<file path="src/rtl/btn_pkg.sv">
// ---------------------------------------------------------------------------
// btn_pkg
// Shared types and helpers for the button conditioning path.
//   btn_state_e : debounce FSM states
//   cnt_width() : bits needed to hold the value n (i.e. $clog2(n+1))
// ---------------------------------------------------------------------------
package btn_pkg;

  typedef enum logic [1:0] {
    RELEASED     = 2'd0,
    PRESS_WAIT   = 2'd1,
    PRESSED      = 2'd2,
    RELEASE_WAIT = 2'd3
  } btn_state_e;

  function automatic int cnt_width(input int n);
    return $clog2(n + 1);
  endfunction

endpackage

</file>
<file path="src/rtl/sync_ff2.sv">
// ---------------------------------------------------------------------------
// sync_ff2
// Generic two-flop synchronizer for a single asynchronous input bit.
// Usable for any GPI pin entering the system clock domain.
// Parameters:
//   RST_VAL : value both flops take during reset
// Ports:
//   clk   in  system clock
//   rst_n in  asynchronous active-low reset
//   i_d   in  asynchronous input
//   o_q   out synchronized output (two clk edges of latency)
// ---------------------------------------------------------------------------
module sync_ff2 #(
  parameter logic RST_VAL = 1'b0
) (
  input  logic clk,
  input  logic rst_n,
  input  logic i_d,
  output logic o_q
);

  logic r_meta;
  logic r_sync;

  // First flop may go metastable; the second gives it a full cycle to settle.
  always_ff @(posedge clk or negedge rst_n) begin
    if (!rst_n) begin
      r_meta <= RST_VAL;
      r_sync <= RST_VAL;
    end else begin
      r_meta <= i_d;
      r_sync <= r_meta;
    end
  end

  assign o_q = r_sync;

endmodule

</file>
<file path="src/rtl/btn_conditioner.sv">
// ---------------------------------------------------------------------------
// btn_conditioner
// Turns the raw, bouncing user button into a clean pressed level plus
// single-cycle press/release events (and optionally a long-press event)
// for the core's GPI inputs.
//
// Optional feature: define BTN_LONG_PRESS_EN to enable long-press detection.
// Without it long_o is tied 0 and LONG_CYCLES has no effect.
//
// Parameters:
//   ACTIVE_LOW      : 1 = pin reads low while pressed, 0 = high while pressed
//   DEBOUNCE_CYCLES : cycles a new level must be stable before acceptance (>= 2)
//   LONG_CYCLES     : held cycles after press_o before long_o (> DEBOUNCE_CYCLES)
// Ports:
//   clk       in  system clock
//   rst_n     in  asynchronous active-low reset
//   btn_i     in  raw button pin, asynchronous to clk
//   level_o   out debounced level, 1 = pressed
//   press_o   out one-cycle pulse on accepted press
//   release_o out one-cycle pulse on accepted release
//   long_o    out one-cycle pulse on long-press detection
// ---------------------------------------------------------------------------
module btn_conditioner
  import btn_pkg::*;
#(
  parameter int ACTIVE_LOW      = 1,
  parameter int DEBOUNCE_CYCLES = 480000,
  parameter int LONG_CYCLES     = 48000000
) (
  input  logic clk,
  input  logic rst_n,
  input  logic btn_i,
  output logic level_o,
  output logic press_o,
  output logic release_o,
  output logic long_o
);

  // Pin level that corresponds to "not pressed"; synchronizer resets here.
  localparam logic RAW_RELEASED = (ACTIVE_LOW != 0) ? 1'b1 : 1'b0;

`ifdef BTN_LONG_PRESS_EN
  localparam int CNT_W = cnt_width(LONG_CYCLES);
`else
  localparam int CNT_W = cnt_width(DEBOUNCE_CYCLES - 1);
`endif

  localparam logic [CNT_W-1:0] DEB_LAST = CNT_W'(DEBOUNCE_CYCLES - 1);
  localparam logic [CNT_W-1:0] CNT_ONE  = CNT_W'(1);

  logic       w_syncBtn;
  logic       w_act;

  btn_state_e r_state;
  btn_state_e w_stateNext;
  logic [CNT_W-1:0] r_cnt;
  logic [CNT_W-1:0] w_cntNext;
  logic       r_level;
  logic       w_levelNext;
  logic       r_press;
  logic       w_pressNext;
  logic       r_release;
  logic       w_releaseNext;

  sync_ff2 #(
    .RST_VAL(RAW_RELEASED)
  ) u_sync (
    .clk  (clk),
    .rst_n(rst_n),
    .i_d  (btn_i),
    .o_q  (w_syncBtn)
  );

  // Normalize to active-high so the FSM only ever reasons about "pressed".
  assign w_act = (ACTIVE_LOW != 0) ? ~w_syncBtn : w_syncBtn;

  always_ff @(posedge clk or negedge rst_n) begin
    if (!rst_n) begin
      r_state   <= RELEASED;
      r_cnt     <= '0;
      r_level   <= 1'b0;
      r_press   <= 1'b0;
      r_release <= 1'b0;
    end else begin
      r_state   <= w_stateNext;
      r_cnt     <= w_cntNext;
      r_level   <= w_levelNext;
      r_press   <= w_pressNext;
      r_release <= w_releaseNext;
    end
  end

  // The counter is compared before it is incremented, so it tops out at
  // DEB_LAST and can never wrap. Any disagreement in a WAIT state restarts
  // the debounce from the stable side.
  always_comb begin
    w_stateNext   = r_state;
    w_cntNext     = r_cnt;
    w_levelNext   = r_level;
    w_pressNext   = 1'b0;
    w_releaseNext = 1'b0;
    case (r_state)
      RELEASED: begin
        if (w_act) begin
          w_stateNext = PRESS_WAIT;
          w_cntNext   = '0;
        end
      end
      PRESS_WAIT: begin
        if (!w_act) begin
          w_stateNext = RELEASED;
          w_cntNext   = '0;
        end else if (r_cnt == DEB_LAST) begin
          w_stateNext = PRESSED;
          w_pressNext = 1'b1;
          w_levelNext = 1'b1;
          w_cntNext   = '0;
        end else begin
          w_cntNext = r_cnt + CNT_ONE;
        end
      end
      PRESSED: begin
        if (!w_act) begin
          w_stateNext = RELEASE_WAIT;
          w_cntNext   = '0;
        end
      end
      RELEASE_WAIT: begin
        if (w_act) begin
          w_stateNext = PRESSED;
          w_cntNext   = '0;
        end else if (r_cnt == DEB_LAST) begin
          w_stateNext   = RELEASED;
          w_releaseNext = 1'b1;
          w_levelNext   = 1'b0;
          w_cntNext     = '0;
        end else begin
          w_cntNext = r_cnt + CNT_ONE;
        end
      end
      default: begin
        w_stateNext = RELEASED;
        w_cntNext   = '0;
        w_levelNext = 1'b0;
      end
    endcase
  end

  assign level_o   = r_level;
  assign press_o   = r_press;
  assign release_o = r_release;

`ifdef BTN_LONG_PRESS_EN
  localparam logic [CNT_W-1:0] LONG_LAST = CNT_W'(LONG_CYCLES - 1);
  localparam logic [CNT_W-1:0] LONG_DONE = CNT_W'(LONG_CYCLES);

  logic [CNT_W-1:0] r_lcnt;
  logic [CNT_W-1:0] w_lcntNext;
  logic       r_long;
  logic       w_longNext;

  always_ff @(posedge clk or negedge rst_n) begin
    if (!rst_n) begin
      r_lcnt <= '0;
      r_long <= 1'b0;
    end else begin
      r_lcnt <= w_lcntNext;
      r_long <= w_longNext;
    end
  end

  // lcnt keeps running through RELEASE_WAIT so a rejected release glitch does
  // not restart the hold time. It parks at LONG_DONE after firing, giving one
  // long_o per press. If the release is accepted on the very cycle the hold
  // time expires, the release wins so the pulses stay mutually exclusive.
  always_comb begin
    w_lcntNext = r_lcnt;
    w_longNext = 1'b0;
    case (r_state)
      RELEASED: begin
        w_lcntNext = '0;
      end
      PRESS_WAIT: begin
        if (w_stateNext == PRESSED) begin
          w_lcntNext = '0;
        end
      end
      PRESSED, RELEASE_WAIT: begin
        if (r_lcnt != LONG_DONE) begin
          w_lcntNext = r_lcnt + CNT_ONE;
          if ((r_lcnt == LONG_LAST) && (w_stateNext != RELEASED)) begin
            w_longNext = 1'b1;
          end
        end
      end
      default: begin
        w_lcntNext = '0;
      end
    endcase
  end

  assign long_o = r_long;
`else
  // LONG_CYCLES has no role in this build; keep it referenced.
  logic w_unusedLong;
  assign w_unusedLong = (LONG_CYCLES > DEBOUNCE_CYCLES);

  assign long_o = 1'b0;
`endif

endmodule
</file>
<file path="config.mk">
export PLATFORM = sky130hd
export DESIGN_NAME = btn_conditioner
export DESIGN_NICKNAME = d
export VERILOG_FILES = /design/src/rtl/btn_pkg.sv /design/src/rtl/sync_ff2.sv /design/src/rtl/btn_conditioner.sv
export SDC_FILE = /design/constraint.sdc
export NUM_CORES = 1
export LEC_CHECK = 0
export ABC_AREA = 1
export CORE_ASPECT_RATIO = 2
export CORE_UTILIZATION = 25
export DETAILED_ROUTE_END_ITERATION = 8
export SLEW_MARGIN = 20
export SYNTH_ARGS = -nofsm -noshare
export SYNTH_HDL_FRONTEND = slang
export SYNTH_SLANG_ARGS = --single-unit
</file>
<file path="constraint.sdc">
create_clock -name clk -period 2.14 [get_ports clk]
set_input_delay 0.642 -clock clk [delete_from_list [all_inputs] [get_ports clk]]
set_output_delay 0.642 -clock clk [all_outputs]
set_load 0.005 [all_outputs]
</file>
Figure 1. The metal 2 layer (run 1).
Drawn at 4 px/um.
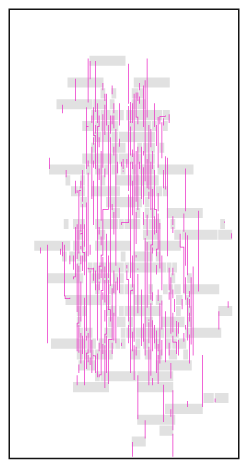
wire length on this layer: 1910 um
share of all routed wire: 59%
nets with wire on the layer: 161
main direction: vertical
longest straight run: 61.9 um

Figure 2. Routed metal, one colour a layer (run 1).
Drawn at 6 px/um. Only two layers are drawn.
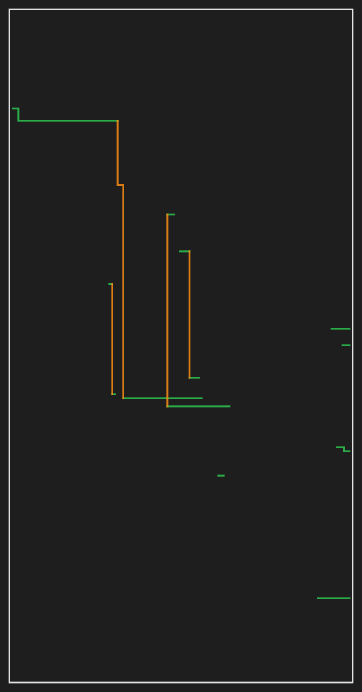
[green] metal 3 | wire length: 60.9 um
[orange] metal 4 | wire length: 119 um

Figure 3. I/O nets highlighted (run 1).
Drawn at 4 px/um.
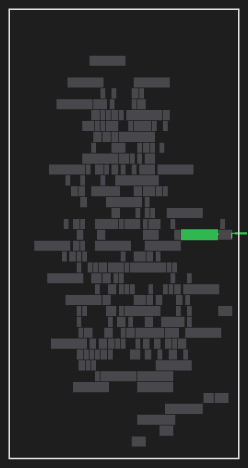
[green] press_o | bits: 1 | direction: output | end cells: 1 | buffers: 1 | wire: 3.10 um

==> GITHUB_STEP_SUMMARY, run 1 <==
## Synthesis and layout report

| Metric | Value |
|---|---|
| Status | finished, violations left |
| Failing checks | DRC |
| Post-CTS Setup Inserts | 0 |
| Tap cell count | between 60 and 70 |
| Synth Register Bits | 26 |
| Worst setup endpoint | level_o |
| Filler instances | about 620 |
| Cells along the critical path | clkdlybuf4s50_1 |
| Clk tree area frac | a little over 6% |
| Met3 wire len | 60 um |
| CP arrival | approximately 1100 ps |
| Post-Place Worst Slack | 421 ps |
| Largest stage delay, worst path | ~500 ps |
| Simple-gate share of the synthesized area | 37.1% |
| Synthesized area | approximately 0.0015 mm2 |
| Non-CTS inverters | 19 |
| Comb area | 754 um2 |
| TNS Setup | 0 ps |
| R2R Setup Slk | 420 ps |
| Largest logic family | simple AND/OR/NAND/NOR gates |
| Largest net degree at the start of global routing | 27 |
| Crit path max-delay family | buffers and inverters |
| Core area | 0.00576 mm2 |
| M1 GR Usage | around a tenth |
| Ant diodes | 0 |
| Final worst-path cycle share | ~83% |
| Maximum clock rate | approximately 570 MHz |
| Commonest cells in the netlist | nand2_1, dfrtp_1, nor2_1 |
| Fraction of area in registers | a little under two fifths |
| Most frequent cell after synthesis | nand2_1 |
| Layout Nets | between 150 and 200 |
| Most frequent logic cells in the routed design | nand2_1, dfrtp_1, nor2_1 |
| CTS Hold Bufs | 0 |
| Max-cap violations | 0 |
| CP required | roughly 1500 ps |
| Net switching power | just over 0.4 mW |
| CTS Root Cell | clkbuf_16 |
| Number of global-route vias before repair | approximately 1300 |
| Mux area share | 0% |
| Count of tool warnings | 26 |
| Drt drc | 2 |
| First-pass GRT wire length | between 5 and 6 mm |
| Crit path buffers/inverters | 1 |
| Syn avg cell area | approximately 8 um2 |
| DR WL/cell | 12.9 um |
| Clock Sinks | 26 |
| Max clock buf depth | 2 |
| Max-area cell class | multi-input combinational cells |
| Hold Path End | u_sync.o_q$_DFF_PN1_ |
| Asr flop ratio synth | 100% |
| Synth warn | 0 |
| Switching share of power | 29.5% |
| RSZ-0062 raised after global routing | false |
| Top cell excl fill/tap | nand2_1 |
| Critical Path Source | level_o$_DFFE_PN0P_ |
| Leak | ~0.7 nW |
| Reg clk slew, reported paths | roughly 70 ps |
| Fp_density | a little over a quarter |
| Finish-stage setup viols | 0 |
| Combinational share of power | a little under a fifth |
| DRT antenna net count | 0 |
| Utilization after layout | 30.1% |
| DRT met1 WL | about 1.2 mm |
| Cell count along the critical path | 1 |
| DR vias/cell | ~4.7 |
| Post-synth EDFFs | 0 |
| Routed wl met2 | roughly 1.9 mm |
| Setup WS post-layout | 371 ps |
| Setup Crit Path Kind | flip-flop to output port |
| Internal power | roughly 1 mW |
| Sequential cell area | between 600 and 700 um2 |
| Maximum vdd drop | 244 uV |
| Compound Share, Synth | under 10% |
| NonClk Buf Share | between 3 and 4% |
| Post-synth seq share | 43.2% |
| Die width | 57.0 um |
-- run 1: through the flow --
step                      instances  power (mW)
final                           254        1.38
after CTS                       254        1.40
after floorplan                 185       0.778
after global routing            254        1.44
after global placement          250       0.834
after detailed placement        250       0.833
-- run 1: power by group through the flow --
| stage | combinational [mW] | clock (mW) | sequential [mW] |
|---|---|---|---|
| 2_1_floorplan | 0.223 | 0 | 0.555 |
| 4_1_cts | 0.270 | 0.572 | 0.554 |
| 5_1_grt | 0.291 | 0.587 | 0.561 |
| 6_report | 0.263 | 0.563 | 0.553 |
| 3_5_place_dp | 0.268 | 0 | 0.564 |
| 3_3_place_gp | 0.270 | 0 | 0.564 |
--- run 2 (diff from run 1) ---
clock period = 1.8 ns   (was 2.14 ns; I/O delays follow)
Figure 4. I/O nets highlighted (run 2).
Drawn at 4 px/um.
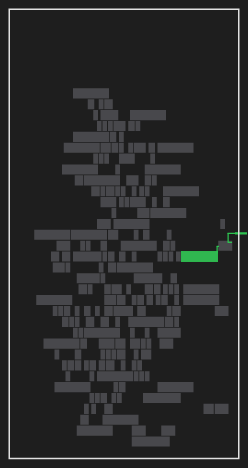
Boundary Pins: 7
count of input and output buffers: 5

==> GITHUB_STEP_SUMMARY, run 2 <==
## Synthesis and layout report

| Metric | Value |
|---|---|
| Status | finished, violations left |
| Chip area | ~0.0064 mm2 |
| Critical Path Source | level_o$_DFFE_PN0P_ |
| DR WL/cell | ~12 um |
| DRT antenna net count | 0 |
| Final worst-path cycle share | 93.1% |
| CTS Hold Bufs | 0 |
| Comb area | approximately 750 um2 |
| Filler instances | approximately 630 |
| Crit path max-delay family | buffers and inverters |
| Worst setup endpoint | level_o |
| Cells along the critical path | clkdlybuf4s50_1 |
| Synthesized area | between 0.0015 and 0.002 mm2 |
| Leak | slightly above 0.7 nW |
| Clock Sinks | 26 |
| CP required | about 1300 ps |
| RSZ-0062 raised after global routing | false |
| Simple-gate share of the synthesized area | between 30% and 40% |
| R2R Setup Slk | between 200 and 250 ps |
| Max-cap violations | 0 |
| Setup Crit Path Kind | flip-flop to output port |
| Post-Place Worst Slack | ~240 ps |
| Syn avg cell area | about 8.2 um2 |
| Clk tree area frac | under 10% |
| Cell count along the critical path | 1 |
| Combinational share of power | between 20% and 30% |
| Failing checks | DRC |
| Routed WL | slightly above 3 mm |
| Core area | 0.00576 mm2 |
| Reg clk slew, reported paths | about 70 ps |
| Setup WS post-layout | around 120 ps |
| Top cell excl fill/tap | nand2_1 |
| Asr flop ratio synth | 100% |
| 1st-iter DRT viols | 17 |
| Layout Cells excl Fill | ~260 |
| CTS tree | done |
| Largest logic family | simple AND/OR/NAND/NOR gates |
| Max clock buf depth | 2 |
| Drt drc | 2 |
| Utilization after layout | approximately 30% |
| TNS Setup | 0 ps |
| Ant diodes | 0 |
| Die width | around 57 um |
| Commonest cells in the netlist | nand2_1, dfrtp_1, nor2_1 |
| Fp_density | 26.2% |
| Net switching power | approximately 0.48 mW |
| Count of tool warnings | 26 |
| Most frequent logic cells in the routed design | nand2_1, dfrtp_1, nor2_1 |
| Mux area share | 0% |
| DR vias/cell | roughly 4.6 |
| FA/HA/MAJ Cells, Area Fraction | 0.828% |
| Compound Share, Synth | roughly 8.9% |
| Max-area cell class | multi-input combinational cells |
| Sequential cell area | roughly 650 um2 |
| NonClk Buf Share | under 10% |
| Comb. pwr | 0.322 mW |
| Most frequent cell after synthesis | nand2_1 |
| Layout Nets | ~200 |
| Post-synth seq share | ~43% |
| Met3 wire len | approximately 60 um |
| Largest net degree at the start of global routing | 27 |
| Tap cell count | just over 60 |
| CP arrival | around 1100 ps |
| Crit path buffers/inverters | 1 |
| Maximum vdd drop | 289 uV |
| Synth Register Bits | 26 |
| DRT met1 WL | around 1.2 mm |
| Sequential power | 0.658 mW |
| Total power | between 1.5 and 2 mW |
| Maximum clock rate | slightly below 600 MHz |
| Largest Pwr Group | registers |
| Critical path peak fanout | 2 |
| Fraction of area in registers | 37.9% |
| Switching share of power | approximately 31% |
| CTS Root Cell | clkbuf_16 |
| Post-synth EDFFs | 0 |
| Placed insts | about 250 |
| Internal power | around 1.1 mW |
| First-pass GRT wire length | ~5.7 mm |
| Largest stage delay, worst path | around 500 ps |
| M1 GR Usage | between 10 and 15% |
| Synth warn | 0 |
Figure 5. Cell area per tile (run 2).
Drawn at 4 px/um. 6 x 11 tiles, from black (low) to pale yellow (high), 0 to 100% covered.
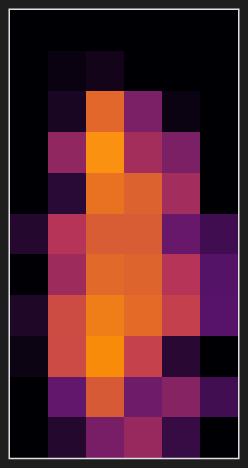
fullest tile: 76%
tiles over 75% full: 1.5%
mean over tiles: 26%
densest ninth of the die: centre
nearly empty tiles: 32%

run 2: cell count changes in the layout (fill, tap and decap cells not counted):
cell / previous run / this run
buf_4: 1 / 2
bufinv_16: 1 / 0
clkbuf_8: 0 / 1
run 2: how the worst min path moves through the flow:
stage / start / endpoint
after global routing: u_sync.r_meta$_DFF_PN1_ / u_sync.o_q$_DFF_PN1_
after global placement: u_sync.r_meta$_DFF_PN1_ / u_sync.o_q$_DFF_PN1_
after detailed placement: u_sync.r_meta$_DFF_PN1_ / u_sync.o_q$_DFF_PN1_
final: u_sync.r_meta$_DFF_PN1_ / u_sync.o_q$_DFF_PN1_
after floorplan: rst_n / asynchronous set/reset pin
after CTS: u_sync.r_meta$_DFF_PN1_ / u_sync.o_q$_DFF_PN1_
Power is estimated from default activity; no workload was simulated.
